==> config.mk <==
export PLATFORM = sky130hd
export DESIGN_NAME = pipe_trace_buffer
export DESIGN_NICKNAME = d
export VERILOG_FILES = /design/src/rtl/trace_pkg.sv /design/src/rtl/trace_ram.sv /design/src/rtl/pipe_trace_buffer.sv
export SDC_FILE = /design/constraint.sdc
export NUM_CORES = 2
export LEC_CHECK = 0
export CAP_MARGIN = 5
export CORE_ASPECT_RATIO = 1.5
export CORE_MARGIN = 2
export CORE_UTILIZATION = 30
export CTS_CLUSTER_DIAMETER = 200
export CTS_CLUSTER_SIZE = 25
export DETAILED_ROUTE_END_ITERATION = 8
export PLACE_DENSITY = 0.53
export SYNTH_ARGS = -nofsm -noshare
export SYNTH_HDL_FRONTEND = slang
export SYNTH_SLANG_ARGS = --single-unit
==> constraint.sdc <==
create_clock -name clk -period 16.66 [get_ports clk]
set_input_delay 1.666 -clock clk [delete_from_list [all_inputs] [get_ports clk]]
set_output_delay 1.666 -clock clk [all_outputs]
set_load 0.05 [all_outputs]
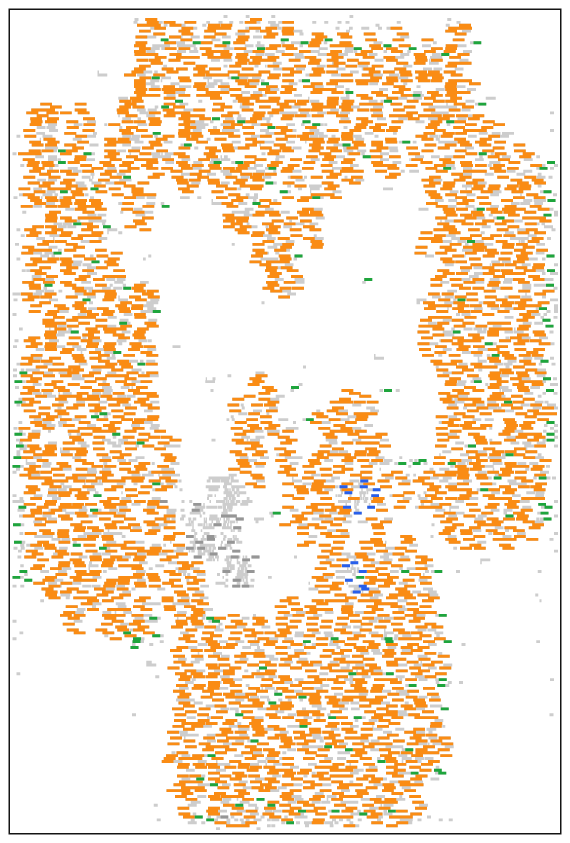
ff_map.png
Other sequential cells in the stronger grey, the rest of the logic in the fainter grey.
[stamp] blue | sequential cells: 16
[u_ram.mem] orange | sequential cells: 2896 | where: widely spread
[u_ram.rd_data] green | sequential cells: 181 | where: widely spread
flop share of the area: 0.701
Finished Core Util: 0.339
sequential standard cell area: 91500 sq um
sequential power: 8.58 mW

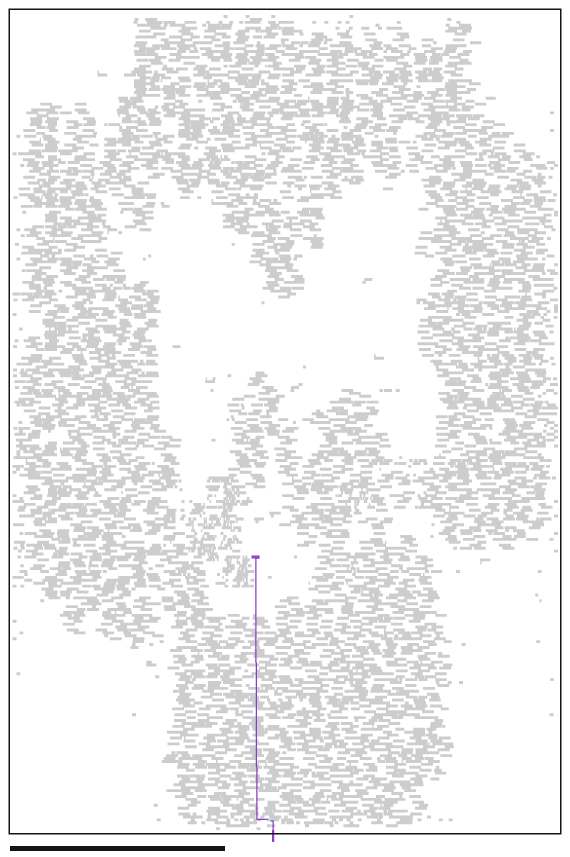
port_trees.png
Scale bar: 200 um.
[rd_trig] purple | bits: 1 | direction: output | edge: south | end cells: 1 | buffers: 1 | wire: 271 um
PortBufs: 361
num ports: 362

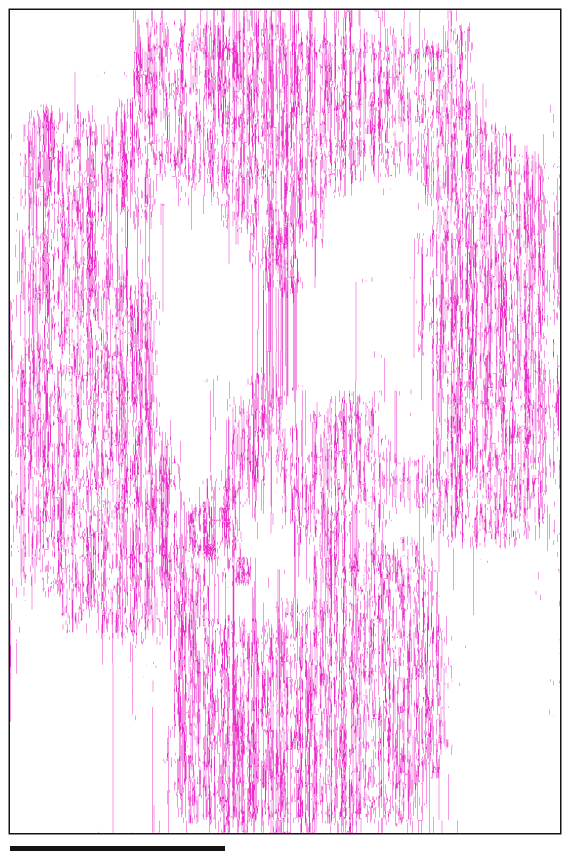
m2.png
Scale bar: 200 um.
nets with wire on the layer: 4897
share of all routed wire: 51%
met2 Usage GRT: 0.262
final wirelength: 301 mm
vias: 51.4k

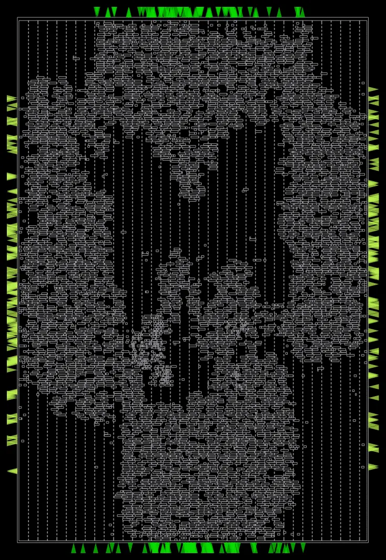
placed.png
Filler Cells Inserted: 35.8k
final instance count without filler cells: 10.3k
core area: 385000 sq um

==> impl_metrics.yaml <==
# synthesis and place-and-route metrics
die:
  tapCellCount: 5058
  rows: 279
  die-area_sq_um: 392000
synthesis:
  netlist_area_sq_um: 116000
  syn_inst: 4722
  numSynthFlops: 3121
  ys_cells: 4722
  ys_seq_share: 0.787
  flop_cell: "edfxtp_1"
cells_and_area:
  final_area_sq_um: 130000
  nNonClkBuffers: 476
  num_antenna_cells: 17
  clk_share: 0.0327
  largest_register_ff_count: 2896
  combGateArea_sq_um: 23600
  sh_comb_area: 0.181
  clock_buffers: 256
  lay_top_cells: "edfxtp_1, mux4_2, clkdlybuf4s50_1"
  layout_top_cell: "edfxtp_1"
  nonClkBufAreaFrac: 0.0356
routing:
  met1Wirelength_mm: 123
  drtIter0Drc: 4671
  top_layer: "met5"
  viasPerCell: 5.00
  firstDrtPassIters: 5
job:
  warnings: 46
hold_path:
  hold_depth: 1
worst_setup_path:
  path_max_fanout: 102
  cpPeakStageDelay_ns: 0.83
  cp_cell_sequence: "inv_1 > ha_1 > inv_1 > ha_4 > buf_12 > buf_4 > buf_4 > buf_4 > mux4_2 > mux4_2 > a22o_1"
  worst-endpoint-arrival_ns: 7.02
  critPathKind: "reg -> reg"
  rr_worst_depth: 11
  crit_required_ns: 17.43
final_timing:
  maxSlewHeadroom: 0.203
  fin_setup_tns_ns: 0
  setup_viol: 0
  timing.final.crit_share: 0.375
global_route:
  grt_first_pass_wirelength_mm: 422
  grt-busiest-layer: "met2"
  track_usage: 0.150
  antenna_found_initial: 56
run_status:
  status: "complete, no violations"
clock_tree:
  cts.path.max_buffers: 4
  ctsResizeCount: 0
  insertion_delay_ns: 0.90
  numCtsBuffers: 150
  cts_root_buf: "clkbuf_16"
  cts.clk_slew.worst_paths_ns: 0.11
  cts_tree: "yes"
pwr:
  power_leakage_nw: 37.9
  power_density_nw_per_um2: 105
placed_design:
  pre_cts_slack_ns: 10.09
  place_area_sq_um: 126000
[cell families after synthesis]
logic type | count (synthesis) | share of synthesized area
compound gates | 234 | 0.0163
flops | 3121 | 0.787
simple gates | 136 | 0.00535
buf+inv | 276 | 0.0110
mux | 907 | 0.176
xor+xnor | 25 | 0.00208
fa+ha+maj | 23 | 0.00267
[synthesized netlist by cell type (2+ instances only)]
cell / count / share of area
nor4_1: 2 / 0.00011
a21oi_1: 24 / 0.0010
o21ai_0: 15 / 0.00065
xnor2_1: 11 / 0.00083
a22oi_1: 2 / 0.00013
nor2b_1: 2 / 0.00011
nor3_1: 13 / 0.00056
xnor2_2: 2 / 0.00028
xor2_1: 11 / 0.00083
clkbuf_1: 153 / 0.0049
ha_1: 20 / 0.0022
mux4_2: 905 / 0.18
buf_1: 11 / 0.00036
inv_1: 23 / 0.00074
nand2b_1: 3 / 0.00016
a21o_1: 3 / 0.00019
fa_1: 3 / 0.00052
nand4_1: 3 / 0.00016
or3_1: 11 / 0.00059
mux2i_1: 2 / 0.00017
edfxtp_1: 2896 / 0.75
nand3b_1: 2 / 0.00013
nor2_1: 59 / 0.0019
a22o_1: 181 / 0.014
buf_6: 14 / 0.0014
buf_4: 18 / 0.0012
a31oi_1: 2 / 0.00011
nand2_1: 22 / 0.00071
dfxtp_1: 225 / 0.039
nand3_1: 14 / 0.00060
or2_2: 2 / 0.00011
a41oi_1: 2 / 0.00015
buf_2: 56 / 0.0024
[report_power, final]
part	total, mW	switching, mW	leakage (nW)	internal, mW
Clock	4.19	2.44	2.03	1.75
Combinational	0.872	0.445	7.91	0.427
Sequential	8.58	0.0100	27.9	8.57
Power is estimated from default activity; no workload was simulated.
